==> run_1/pinout.png <==
Scale: 6 px per um. Pins as bars across the die edge, other pins in gray.
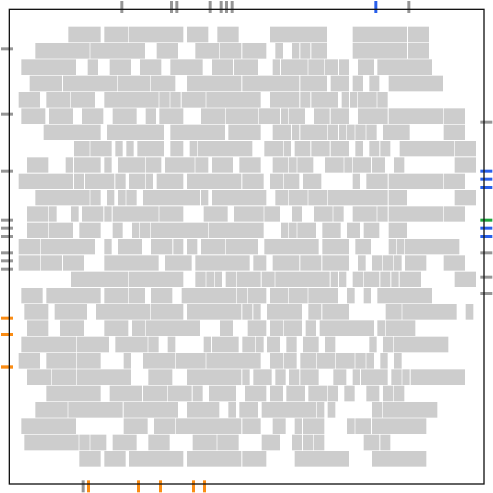
==> run_1/congestion_map.png <==
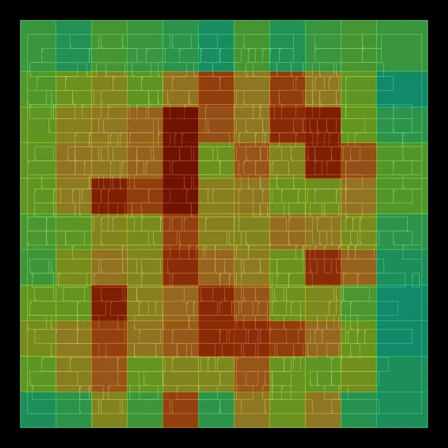
==> run_1/ff_map.png <==
Scale: 4 px per um.
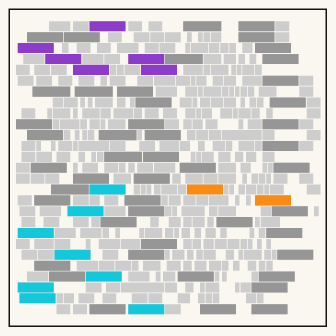
Design clkdiv_ctrl, sky130hd; sources not shown.
==> impl_metrics.env, run 1 <==
# flow metrics
export IMPL_ys_sh_xor=0.0454
export IMPL_first_global_vias=2730
export IMPL_yosys_warnings=6
export IMPL_start_kind="input pin"
export IMPL_drv_slew=0
export IMPL_period_used=0.694
export IMPL_cts_resized=0
export IMPL_drc=0
export IMPL_cp_arrival_ps=3970
export IMPL_post_cts_setup_buffers=0
export IMPL_setup_ws_ps=1650
export IMPL_skew_ps=10.5
export IMPL_tool_warnings=27
export IMPL_async_flop_share=1.00
export IMPL_dp_slack_ps=1350
export IMPL_simple_gate_area_frac=0.124
export IMPL_gp_congestion=0.847
export IMPL_synth_adder_area_share=0.0546
export IMPL_ant_nets=0
export IMPL_power_density_nw_per_um2=487
export IMPL_layout_min_cycle_time_ps=3750
export IMPL_max_slew_margin_rel=0.311
export IMPL_htree_levels=3
export IMPL_dr_wl_met2_mm=3.84
export IMPL_crit_chain="clkdlybuf4s50_1 -> inv_1 -> ha_1 -> o21a_1 -> o21a_1 -> a21oi_1 -> nand3_1 -> buf_4 -> mux2_1"
export IMPL_path_class="input pin to register"
export IMPL_clock_sinks=63
export IMPL_grtUsageTotal=0.282
export IMPL_yosys_stat_seqShare=0.433
export IMPL_clock_path_buffers=2
export IMPL_syn_inst=334
export IMPL_firstDrtPassIters=4
export IMPL_min_path_type="register to register"
export IMPL_path_max_fanout=12
export IMPL_cp_required_ps=5620
export IMPL_slowest_delay_ps=540
export IMPL_p_leak_nw=2.02
export IMPL_drv_cap=0
export IMPL_status="finished clean"
export IMPL_rsz0062_at_grt="false"
export IMPL_nets=418
export IMPL_tns_ps=0
export IMPL_wl_met1_mm=3.45
export IMPL_dieArea_um2=6220
export IMPL_final_common_cell="dfrtp_1"
export IMPL_cp_slowest_cell="nand3_1"
export IMPL_hold_viol=0
export IMPL_cts_made_buffers=9
export IMPL_worstSkewPairLatency_ps=340
export IMPL_met3_length_um=354
export IMPL_worst_pin_slew_ps=1030
export IMPL_ff2ff_setup_slack_ps=1760
export IMPL_total_power_mw=2.09
export IMPL_viasPerCell=6.01
export IMPL_syn_area_um2=3660
export IMPL_ys_ff=63
export IMPL_mux_share=0.196
export IMPL_wl_mm=7.75
export IMPL_grt_overflow_total=0
export IMPL_routed_top_layer="met4"
export IMPL_avgSynthCellArea_um2=11.0
export IMPL_synthTopLogicFamily="multiplexers"
export IMPL_vias=2727
export IMPL_edf_count=0
export IMPL_lay_top_cells="dfrtp_1 (56), clkdlybuf4s50_1 (35), mux2_2 (29), inv_1 (27)"
export IMPL_placed_area_um2=4100
## Picture notes: pinout.png
| color | port | pins | direction | edge |
|---|---|---|---|---|
| orange | `cfg_burst` | 8 | input | 5 south, 3 west |
| green | `done` | 1 | output | east |
| blue | `count` | 6 | output | 5 east, 1 north |
Die Ht: 78.9 um
die x size: 78.9 um

## Picture notes: congestion_map.png
routing usage on met1: 0.365
drt wl/cell: 17.1 um
fin util: 0.765

## Picture notes: ff_map.png
| color | signal | flops |
|---|---|---|
| purple | `sh_high_q` | 6 |
| cyan | `sh_burst_q` | 8 |
| orange | `state_q` | 2 |
not colored: 47
Power Sequential: 850 uW
Storage cell area: 1590 um2

run 1: Yosys cell counts, drive strengths merged (7+ instances only):
cell type / number / area share
o21ai: 11 / 0.015
xor2: 10 / 0.024
nor2: 17 / 0.018
mux2: 48 / 0.16
xnor2: 9 / 0.022
mux2i: 12 / 0.033
inv: 27 / 0.028
nand3: 14 / 0.019
dfrtp: 56 / 0.38
dfstp: 7 / 0.050
ha: 16 / 0.055
nand2: 17 / 0.017
a21oi: 17 / 0.023
nor3: 10 / 0.014
run 1: power by group:
group	internal (mW)	switching [mW]	leakage (nW)	total (mW)
Sequential	0.671	0.179	0.778	0.850
Clock	0.213	0.194	0.0956	0.407
Combinational	0.447	0.385	1.15	0.832
run 1: metrics by stage:
step                      instances  hold slack, ps
after floorplan                 326             464
after global placement          438             473
after detailed placement        438             482
after CTS                       454             497
after global routing            454             517
final                           454             495
run 1: worst max-delay path: cells and delay by family:
family / cells / cell delay (ps)
fa+ha+maj: 1 / 310
mux: 1 / 330
simple gates: 1 / 540
buf+inv: 3 / 970
compound gates: 3 / 740
run 1: kinds of logic after synthesis:
logic type,Yosys count
adder cells (fa/ha/maj),16
AND/OR/NAND/NOR,86
AND-OR/OR-AND,55
multiplexers,60
XOR/XNOR,19
buffers and inverters,35
flip-flops,63
run 1: layout make-up:
class / count / area share
multi-input cells: 236 / 0.450
flip-flops and latches: 63 / 0.369
repair buffers: 40 / 0.0898
clock buffers: 9 / 0.0289
inverters: 27 / 0.0236
well taps: 72 / 0.0210
clock inverters: 7 / 0.0169
run 1: metal layers:
| metal | up-vias | global-route usage |
|---|---|---|
| met4 | 0 | 0.0909 |
| met2 | 70 | 0.449 |
| li1 | 1289 | - |
| met5 | - | 0 |
| met1 | 1356 | 0.365 |
| met3 | 12 | 0.0908 |
==> run_1/gates.png <==
Scale: 4 px per um.
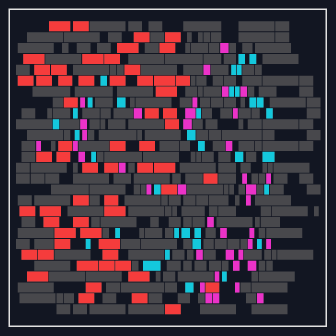

==> inputs of run 2 (changes only) <==
- CORE_UTILIZATION: 62 -> 57
- PLACE_DENSITY: 0.86 -> 0.8
- clock period: 5.4 -> 3.5 ns (I/O delays scaled with it)
==> run_2/gates.png <==
Scale: 3 px per um.
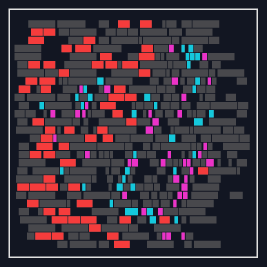
| color | family | cells | most used |
|---|---|---|---|
| cyan | nor cells | 34 | nor2_1 |
| magenta | nand cells | 39 | nand2_1 |
| red | mux cells | 60 | mux2_2 |
Post-Layout Cell Count: 462
logic gate fraction of the total cell area: 0.450

==> run_2/closeup.png <==
Region (29, 12) to (54, 37) um. Cells in gray, sequential cells in the stronger gray; small squares are vias.
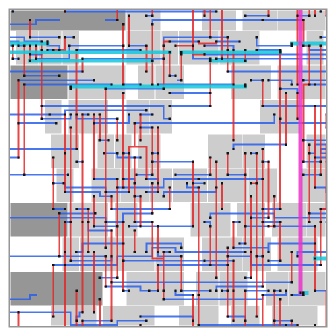
| color | layer |
|---|---|
| blue | M1 |
| cyan | M3 |
| magenta | M4 |
| red | M2 |
sequential cells in the window: 2
cells with their middle in the window: 60

==> run 2 against run 1 <==
Against the previous run: cell area grew 0.35%; clock power increased by 33%; highest routed layer unchanged; flip-flop count stayed put; clock skew shrank 4.7 ps; sequential share of layout area shrank 0.13 points.
==> impl_metrics.env, run 2 <==
# flow metrics
export IMPL_ys_ff=63
export IMPL_path_class="register to register"
export IMPL_rsz0062_at_grt="false"
export IMPL_synthToLayoutAreaGrowth_pct=17.5
export IMPL_final_common_cell="dfrtp_1"
export IMPL_synth_cell_types=56
export IMPL_firstDrtPassIters=7
export IMPL_syn_inst=334
export IMPL_grt_start_max_net_pins=49
export IMPL_start_kind="register"
export IMPL_initCoreUtil=0.605
export IMPL_cp_required_ps=3730
export IMPL_crit_chain="inv_1 -> ha_1 -> xor2_1 -> nand3_1 -> nor4_1 -> nand3_1 -> a211oi_1 -> and4_1 -> o31ai_4 -> buf_4 -> mux2_4"
export IMPL_nets=423
export IMPL_area_leaders="dfrtp_1 (38%), mux2_2 (8.9%), mux2_4 (6.1%)"
export IMPL_ir_worst_vdd_v=0.000467
export IMPL_hold_buffers=0
export IMPL_total_power_mw=3.13
export IMPL_grt_overflow_total=0
export IMPL_tool_warnings=27
export IMPL_yosys_warnings=6
export IMPL_cts_tree="done"
export IMPL_max_slew_margin_rel=0.601
export IMPL_syn_area_um2=3660
export IMPL_slowest_delay_ps=550
export IMPL_ff2ff_setup_slack_ps=320
export IMPL_drtIter0Drc=129
export IMPL_antenna_found_initial=0
export IMPL_setup_ws_ps=324
export IMPL_cts_root_buf="clkbuf_8"
export IMPL_row_count=28
export IMPL_fillCellCount=450
export IMPL_yosysMostFrequentCell="dfrtp_1"
export IMPL_avgSynthCellArea_um2=11.0
export IMPL_drv_cap=0
export IMPL_dp_hpwl_mm=5.40
export IMPL_layout_min_cycle_time_ps=3180
export IMPL_cts_made_buffers=9
export IMPL_vias=2684
export IMPL_edf_count=0
export IMPL_power_density_nw_per_um2=727
export IMPL_end_kind="register"
export IMPL_hold_viol=0
export IMPL_ys_flop_type="dfrtp_1"
export IMPL_yosys_stat_seqShare=0.433
export IMPL_drive_gt1_frac=0.217
export IMPL_gp_congestion=0.862
export IMPL_first_global_vias=2671
export IMPL_chipHeight_um=82.2
export IMPL_htree_levels=3
export IMPL_cp_common_cell="nand3_1"
export IMPL_worst_pin_slew_ps=598
export IMPL_yosys_top_cells_count="dfrtp_1 (56), mux2_2 (29), inv_1 (27), a21oi_1 (17), nand2_1 (17)"
export IMPL_yosys_cells=334
export IMPL_top_area_frac=0.382
export IMPL_core_area_um2=6060
export IMPL_status="finished clean"
export IMPL_portBuffers=36
export IMPL_dieArea_um2=6750
export IMPL_setup_violations=0
export IMPL_wl_per_cell_um=15.8
export IMPL_clkTransAtPathRegs_ps=70
export IMPL_path_max_fanout=20
export IMPL_grtUsageTotal=0.246
export IMPL_ant_nets=0
export IMPL_clock_path_buffers=2
export IMPL_fin_util=0.711
export IMPL_worstSkewPairLatency_ps=340
export IMPL_wl_mm=7.32
export IMPL_n_antenna_cell=0
export IMPL_fmax_ghz=0.315
export IMPL_viasPerCell=5.81
export IMPL_cp_arrival_ps=3400
export IMPL_min_path_type="input pin to asynchronous set/reset pin"
export IMPL_die_w_um=82.2
export IMPL_skew_ps=5.78
export IMPL_cp_slowest_cell="dfstp_2"
export IMPL_top_area_cell="dfrtp_1"
export IMPL_grt_pass1_wl_mm=12.3
export IMPL_ys_area_um2=3660
export IMPL_post_cts_setup_buffers=0
export IMPL_lay_top_cells="dfrtp_1 (56), clkdlybuf4s50_1 (35), mux2_2 (29), inv_1 (27)"
export IMPL_period_used=0.908
export IMPL_drc=0
export IMPL_clock_sinks=63
export IMPL_p_leak_nw=2.02
export IMPL_ios=37
export IMPL_dp_slack_ps=303
export IMPL_async_flop_share=1.00
export IMPL_drv_slew=0
export IMPL_worst_r2r_cell_count=11
==> run 2: cell counts after synthesis <==
Identical to the previous run, type by type.
==> run 2: routing by layer <==
layer / GRT usage / share of wire / vias up
li1: - / - / 1298
met1: 0.330 / 0.49 / 1312
met2: 0.382 / 0.45 / 63
met3: 0.0549 / 0.044 / 11
met4: 0.111 / 0.016 / 0
met5: 0 / 0 / -
==> run 2: logic make-up (layout without fill, tap and decap cells) <==
family / Yosys count / count (layout) / synth area share
DFF: 63 / 63 / 0.433
and+or+nand+nor: 86 / 86 / 0.124
xor gates and xnor gates: 19 / 19 / 0.0454
AOI/OAI and AO/OA: 55 / 55 / 0.105
adders and majority gates: 16 / 16 / 0.0546
buffers and inverters: 35 / 88 / 0.0423
muxes: 60 / 60 / 0.196
==> run 2: power breakdown <==
group | total, mW | internal [mW] | switching, mW | leakage [nW]
clock | 0.543 | 0.253 | 0.290 | 0.0781
sequential | 1.30 | 1.04 | 0.261 | 0.778
combinational | 1.29 | 0.704 | 0.588 | 1.17
==> run 2: final cells by class <==
cell class                      count  area (um2)  share of cell area
Inverter                           27         101              0.0235
Sequential cell                    63        1590               0.368
Timing Repair Buffer               45         423              0.0982
Tap cell                           75        93.8              0.0218
Clock inverter                      6        37.5             0.00872
Multi-Input combinational cell    236        1940               0.450
Clock buffer                       10         128              0.0296
==> run 2: stage by stage <==
step                hold WS, ps  std cells  setup TNS [ps]  instance area, um2
detailed placement          485        446               0                4140
floorplan                   404        326          -13470                3610
global placement            473        446               0                4140
CTS                         260        462               0                4300
global route                275        462               0                4310
finish                      260        462               0                4310
==> run 2: timing repair <==
action                                 4_1_cts  5_1_grt
setup endpoints to repair                    0        3
resized                                      0        1
endpoints found under the hold margin        0        0
==> run 2: worst max-delay path: cells and delay by family, from the launching register on <==
kind | cells | cell delay, ps
multiplexers | 1 | 340
AND/OR/NAND/NOR | 4 | 1020
AND-OR/OR-AND | 2 | 370
buffers and inverters | 2 | 320
adder cells (fa/ha/maj) | 1 | 290
XOR/XNOR | 1 | 170
flip-flops | 1 | 550
Power is estimated from default activity; no workload was simulated.
